### config.mk
export PLATFORM = sky130hd
export DESIGN_NAME = inst_fetch
export DESIGN_NICKNAME = d
export VERILOG_FILES = /design/src/rtl/inst_fetch.sv
export SDC_FILE = /design/constraint.sdc
export NUM_CORES = 1
export LEC_CHECK = 0
export ABC_AREA = 1
export CAP_MARGIN = 30
export CORE_MARGIN = 1
export CORE_UTILIZATION = 35
export CTS_BUF_LIST = sky130_fd_sc_hd__clkbuf_16
export CTS_CLUSTER_DIAMETER = 80
export CTS_CLUSTER_SIZE = 25
export DETAILED_ROUTE_END_ITERATION = 7
export PLACE_DENSITY = 0.54
export SLEW_MARGIN = 20
export SYNTH_ARGS = -nofsm -noshare
export SYNTH_HDL_FRONTEND = slang
export SYNTH_SLANG_ARGS = --single-unit
### constraint.sdc
create_clock -name clk -period 1.7 [get_ports clk]
set_clock_uncertainty 0.05 [all_clocks]
set_input_delay 0.255 -clock clk [delete_from_list [all_inputs] [get_ports clk]]
set_output_delay 0.255 -clock clk [all_outputs]
set_load 0.02 [all_outputs]
### src/rtl/inst_fetch.sv
// rtl/inst_fetch.sv - instruction fetch stage with program-load port and valid/ready output
// Optional halt-on-opcode-111 behaviour is enabled by defining FETCH_HALT_EN.
module inst_fetch #(
  parameter int              PC_W     = 4,
  parameter logic [PC_W-1:0] RESET_PC = '0
) (
  input  logic            clk,
  input  logic            rst,
  input  logic            load_we,
  input  logic [PC_W-1:0] load_addr,
  input  logic [7:0]      load_data,
  input  logic            run,
  output logic [7:0]      inst,
  output logic            inst_valid,
  input  logic            inst_ready,
  output logic [PC_W-1:0] pc,
  output logic            halted
);

  typedef enum logic [1:0] {
    S_IDLE,
    S_VALID
`ifdef FETCH_HALT_EN
    , S_HALT
`endif
  } state_t;

  state_t          state;
  state_t          state_next;
  logic [7:0]      mem [2**PC_W];
  logic [PC_W-1:0] fpc;
  logic            fetch_ok;
  logic            do_fetch;

  // Load wins over fetch, so the read below never collides with a write.
  assign fetch_ok   = run & ~load_we;
  assign inst_valid = (state == S_VALID);

`ifdef FETCH_HALT_EN
  assign halted = (state == S_HALT);
`else
  assign halted = 1'b0;
`endif

  always_comb begin
    state_next = state;
    do_fetch   = 1'b0;
    case (state)
      S_IDLE: begin
        if (fetch_ok) begin
          do_fetch   = 1'b1;
          state_next = S_VALID;
        end
      end
      S_VALID: begin
        // Without inst_ready everything holds; run and load_we cannot disturb inst.
        if (inst_ready) begin
`ifdef FETCH_HALT_EN
          if (inst[7:5] == 3'b111) begin
            state_next = S_HALT;
          end else
`endif
          if (fetch_ok) begin
            do_fetch = 1'b1;
          end else begin
            state_next = S_IDLE;
          end
        end
      end
`ifdef FETCH_HALT_EN
      S_HALT: state_next = S_HALT;
`endif
      default: state_next = S_IDLE;
    endcase
  end

  always_ff @(posedge clk) begin
    if (rst) begin
      state <= S_IDLE;
      fpc   <= RESET_PC;
      pc    <= RESET_PC;
      inst  <= 8'h00;
    end else begin
      state <= state_next;
      if (do_fetch) begin
        inst <= mem[fpc];
        pc   <= fpc;
        fpc  <= fpc + 1'b1;
      end
    end
  end

  // Program memory is deliberately left out of reset so a loaded program survives rst.
  always_ff @(posedge clk) begin
    if (load_we) begin
      mem[load_addr] <= load_data;
    end
  end

endmodule

clock_nets.png
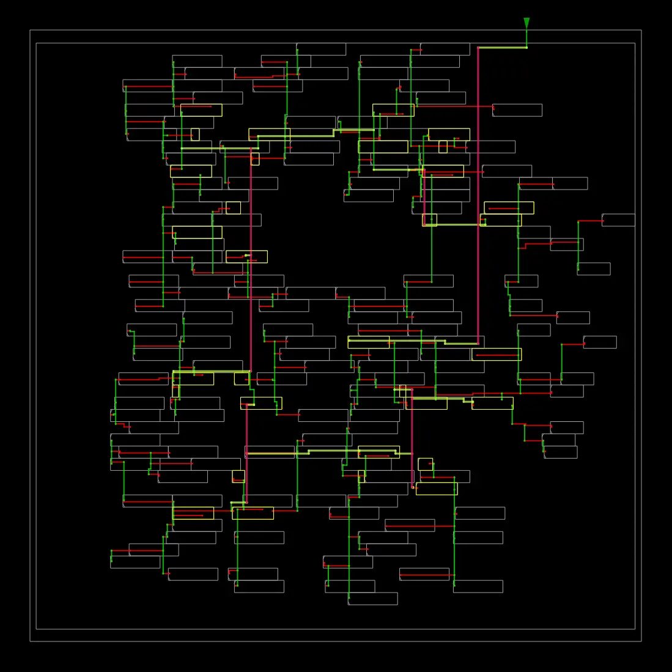
Clk Latency, worst-skew pair: 0.43 ns
clock buffer instance count of the final layout: 17
clock net sink count: 145

util_map.png
Scale: 2 px per µm. The die is cut into 14 by 14 equal tiles; black is low, pale yellow is high, 0 to 100% covered.
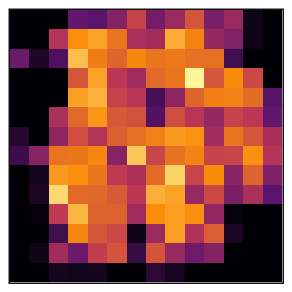
mean over tiles: 40%
fullest tile: 98%
emptiest ninth of the die: bottom right
tiles over 75% full: 12%

clock_wires.png
Scale: 4 px per µm.
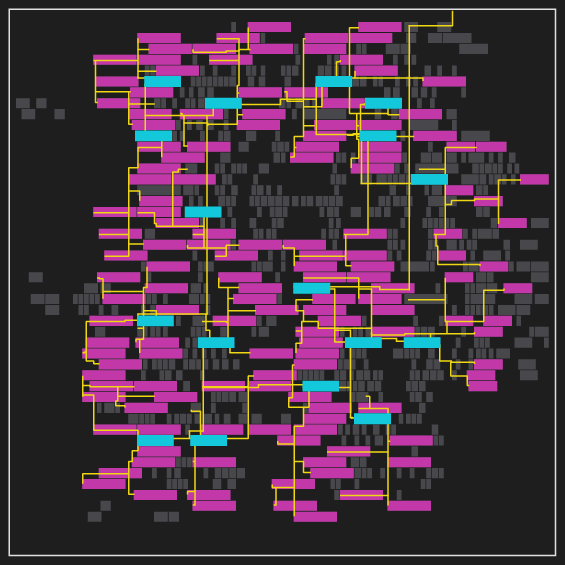
[clock wires] yellow | length: 1680 µm
[flip-flops] magenta | count: 145
[clock-net drivers] cyan | count: 17
routed clock nets: 18
flops lie: spread over the die
clock network fraction of design power: 45.3%
clock-net power: 3.87 mW

closeup.png
Region (56, 56) to (81, 81) µm. Cells in grey, sequential cells in the stronger grey; small squares are vias.
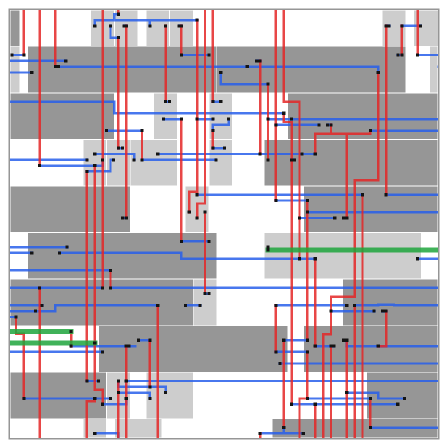
[M2] red
[M3] green
[M1] blue
most frequent: edfxtp_1 (13), inv_1 (8), nand2_1 (4)
netlist names of flops here include: `mem` (13)
sequential cells in the window: 13
cells with their middle in the window: 30

## where the power goes
group | internal, mW | switching (mW) | leakage [nW]
clock | 2.44 | 1.43 | 0.300
sequential | 3.96 | 0.0284 | 1.30
combinational | 0.250 | 0.428 | 1.82
## layout make-up
cell class	instances	area [µm²]
fillers	1657	9710
flip-flops and latches	145	4190
multi-input cells	344	1480
repair buffers	71	706
inverters	116	435
clock buffers	17	425
well taps	225	282
clock inverters	15	189
## final timing paths
kind	startpoint	to	slack (ns)	cells past startpoint
max reg2reg	fpc[0]$_SDFFE_PP0P_	inst[2]$_SDFFE_PP0P_	0.13	7
min reg2reg	pc[2]$_SDFFE_PP0P_	pc[2]$_SDFFE_PP0P_	0.41	2
max	inst[6]$_SDFFE_PP0P_	inst[6]	0.04	1
min	pc[2]$_SDFFE_PP0P_	pc[2]$_SDFFE_PP0P_	0.41	2
## placed cells by master (no fill, tap or decap), types with 6 or more instances in the layout
cell type and instances:
sky130_fd_sc_hd__nand2_1 174, sky130_fd_sc_hd__edfxtp_1 128, sky130_fd_sc_hd__inv_1 111, sky130_fd_sc_hd__nand3_1 91, sky130_fd_sc_hd__nor2_1 47, sky130_fd_sc_hd__buf_4 36, sky130_fd_sc_hd__clkdlybuf4s50_1 19, sky130_fd_sc_hd__clkbuf_16 17
sky130_fd_sc_hd__dfxtp_1 16, sky130_fd_sc_hd__a21oi_1 14, sky130_fd_sc_hd__dlymetal6s2s_1 10, sky130_fd_sc_hd__buf_12 6
## through the flow
step / worst slack [ns] / instances
3_3_place_gp: -0.124 / 901
5_1_grt: 0.00731 / 933
4_1_cts: 0.00379 / 933
3_5_place_dp: -0.120 / 901
6_report: 0.0373 / 933
2_1_floorplan: 0.439 / 632
## layer usage
metal  global-route usage (%)  wire length (µm)
met5                        0                 0
met4                     6.48               201
met3                     4.81               907
met2                     26.6              6840
met1                     23.2              6920
## kinds of logic after synthesis
kind of cell             after synthesis
AND-OR/OR-AND                         19
buffers and inverters                143
AND/OR/NAND/NOR                      323
flip-flops                           145
other                                  1
adder cells (fa/ha/maj)                1
## flip-flops by register name (all words and copies together) (netlist names)
signal and flops:
pc 4, inst 8, state 1, fpc 4, mem 128
==> run_summary.xml <==
<?xml version="1.0" encoding="UTF-8"?>
<metrics>
  <group name="floorplan">
    <metric name="die_w" unit="µm">136</metric>
    <metric name="fp_util" unit="%">36.2</metric>
    <metric name="floorplan.rows" unit="">48</metric>
    <metric name="chip_area" unit="mm²">0.0185</metric>
    <metric name="die_h" unit="µm">136</metric>
    <metric name="num_io_pins" unit="">31</metric>
    <metric name="core_region" unit="mm²">0.0174</metric>
  </group>
  <group name="clock_network">
    <metric name="root_buffer" unit="">sky130_fd_sc_hd__clkbuf_16</metric>
    <metric name="cts-resized-gates" unit="">0</metric>
    <metric name="clk_pin_slew_worst_paths" unit="ns">0.06</metric>
    <metric name="hold_fix_buffers_at_cts" unit="">0</metric>
    <metric name="cts_made_buffers" unit="">17</metric>
    <metric name="clock_tree_from_tritoncts" unit="">done</metric>
    <metric name="cts_max_path_buffers" unit="">2</metric>
    <metric name="post-cts-setup-buffers" unit="">0</metric>
    <metric name="htree_num_levels" unit="">4</metric>
  </group>
  <group name="routing">
    <metric name="route.detailed.wl_per_inst" unit="µm">15.9</metric>
    <metric name="drt_first_iter_violations" unit="">389</metric>
    <metric name="route.detailed.drc" unit="">0</metric>
    <metric name="drtPass1Iterations" unit="">7</metric>
    <metric name="vias_cell" unit="">4.62</metric>
    <metric name="finalWirelength" unit="mm">14.9</metric>
    <metric name="routed_via_count" unit="">4309</metric>
    <metric name="drt.antenna.violating_nets" unit="">0</metric>
  </group>
  <group name="final_timing">
    <metric name="timing.setup.tns" unit="ns">0</metric>
    <metric name="achievable-frequency" unit="MHz">601</metric>
    <metric name="whs" unit="ns">0.411</metric>
    <metric name="period_utilisation_layout" unit="%">97.8</metric>
    <metric name="final-max-slew-violation-count" unit="">0</metric>
    <metric name="post-route-min-period" unit="ns">1.66</metric>
    <metric name="rsz0062_at_grt" unit="">no</metric>
    <metric name="endpoints_failing_hold" unit="">0</metric>
    <metric name="setup-violations-final" unit="">0</metric>
  </group>
  <group name="finish">
    <metric name="post_route_cells_drive_above_1_share" unit="%">11.6</metric>
    <metric name="area_growth_from_synthesis_to_layout" unit="%">22.3</metric>
    <metric name="layout.core_utilization" unit="%">44.2</metric>
    <metric name="insertedDiodeCount" unit="">0</metric>
    <metric name="design.final.nets" unit="">713</metric>
    <metric name="stdcell_area" unit="mm²">0.00770</metric>
  </group>
  <group name="synthesis">
    <metric name="postSynth.topFlopCell" unit="">sky130_fd_sc_hd__edfxtp_1</metric>
    <metric name="ys_sh_xor" unit="%">0</metric>
    <metric name="netlist.top_cell.by_instances" unit="">sky130_fd_sc_hd__nand2_1</metric>
    <metric name="synthTopLogicFamily" unit="">simple AND/OR/NAND/NOR gates</metric>
    <metric name="yosys_warnings" unit="">0</metric>
    <metric name="post_synth_inst_count" unit="">632</metric>
    <metric name="synthAoiAreaFrac" unit="%">1.51</metric>
    <metric name="synth-simple-area-share" unit="%">21.8</metric>
    <metric name="synth_area_leader_cell" unit="">sky130_fd_sc_hd__edfxtp_1</metric>
    <metric name="synthMuxAreaShare" unit="%">0</metric>
    <metric name="syn_avg_cell_area" unit="µm²">9.97</metric>
    <metric name="netlist_top_cells_area" unit="">sky130_fd_sc_hd__edfxtp_1, sky130_fd_sc_hd__nand2_1, sky130_fd_sc_hd__nand3_1</metric>
    <metric name="floorplan.nets" unit="">650</metric>
    <metric name="synth.cellmix.adderShare" unit="%">0.199</metric>
    <metric name="yosys.stat.seqShare" unit="%">66.4</metric>
    <metric name="async_reset_ff_share" unit="%">0</metric>
    <metric name="yosys_area" unit="mm²">0.00630</metric>
    <metric name="synth-seq-cells" unit="">145</metric>
    <metric name="synth_cell_type_count" unit="">20</metric>
    <metric name="synth.top_cells.by_count" unit="">sky130_fd_sc_hd__nand2_1, sky130_fd_sc_hd__edfxtp_1, sky130_fd_sc_hd__inv_1</metric>
    <metric name="ys_cells" unit="">632</metric>
    <metric name="flip_flops_with_a_built_in_enable" unit="">128</metric>
    <metric name="yosys.area.top_type_share" unit="%">61.0</metric>
    <metric name="synthesis.area" unit="mm²">0.00630</metric>
  </group>
  <group name="critical_path">
    <metric name="path_class" unit="">flop to primary output</metric>
    <metric name="timing.critical_path.to_type" unit="">primary output</metric>
    <metric name="critical_path_buf_inv_count" unit="">1</metric>
    <metric name="critPathArrivalTime" unit="ns">1.36</metric>
    <metric name="critical_path_peak_fanout" unit="">2</metric>
    <metric name="list_of_cells_traversed_by_the_critical_path" unit="">clkdlybuf4s50_1</metric>
    <metric name="critPathTopFamily" unit="">buffers and inverters</metric>
    <metric name="crit_slowest_cell" unit="">sky130_fd_sc_hd__clkdlybuf4s50_1</metric>
    <metric name="worstPathRequired" unit="ns">1.39</metric>
    <metric name="worst_setup_path_start_kind" unit="">flop</metric>
    <metric name="critical-path-max-stage-delay" unit="ns">0.61</metric>
  </group>
  <group name="place">
    <metric name="dp_hpwl" unit="mm">9.98</metric>
    <metric name="placed_cell_area" unit="mm²">0.00707</metric>
    <metric name="gp_congestion" unit="">0.882</metric>
    <metric name="io_buffer_count" unit="">29</metric>
  </group>
  <group name="worst_hold_path">
    <metric name="worst_hold_path_type" unit="">flop to flop</metric>
  </group>
  <group name="pwr">
    <metric name="pwr_density_cell" unit="mW/mm²">1110</metric>
    <metric name="total_power" unit="mW">8.54</metric>
    <metric name="power_leakage" unit="nW">3.41</metric>
    <metric name="worst_vdd_rail_ir_drop" unit="mV">0.766</metric>
  </group>
  <group name="global_route">
    <metric name="pin_count_of_the_biggest_net_entering_global_routing" unit="">46</metric>
    <metric name="wire_length_of_the_first_global_routing_pass" unit="mm">22.9</metric>
    <metric name="antenna_violations_before_repair" unit="">0</metric>
    <metric name="grt_usage" unit="%">17.3</metric>
    <metric name="grt_pass1_vias" unit="">4103</metric>
    <metric name="global_route.overflow_total" unit="">0</metric>
  </group>
  <group name="run">
    <metric name="openroad.warnings" unit="">26</metric>
    <metric name="max_cap_violations" unit="">0</metric>
  </group>
  <group name="status">
    <metric name="run_status" unit="">finished, final reports clean</metric>
  </group>
</metrics>
Power figures rest on the tool's default switching activity, not on a simulated workload.
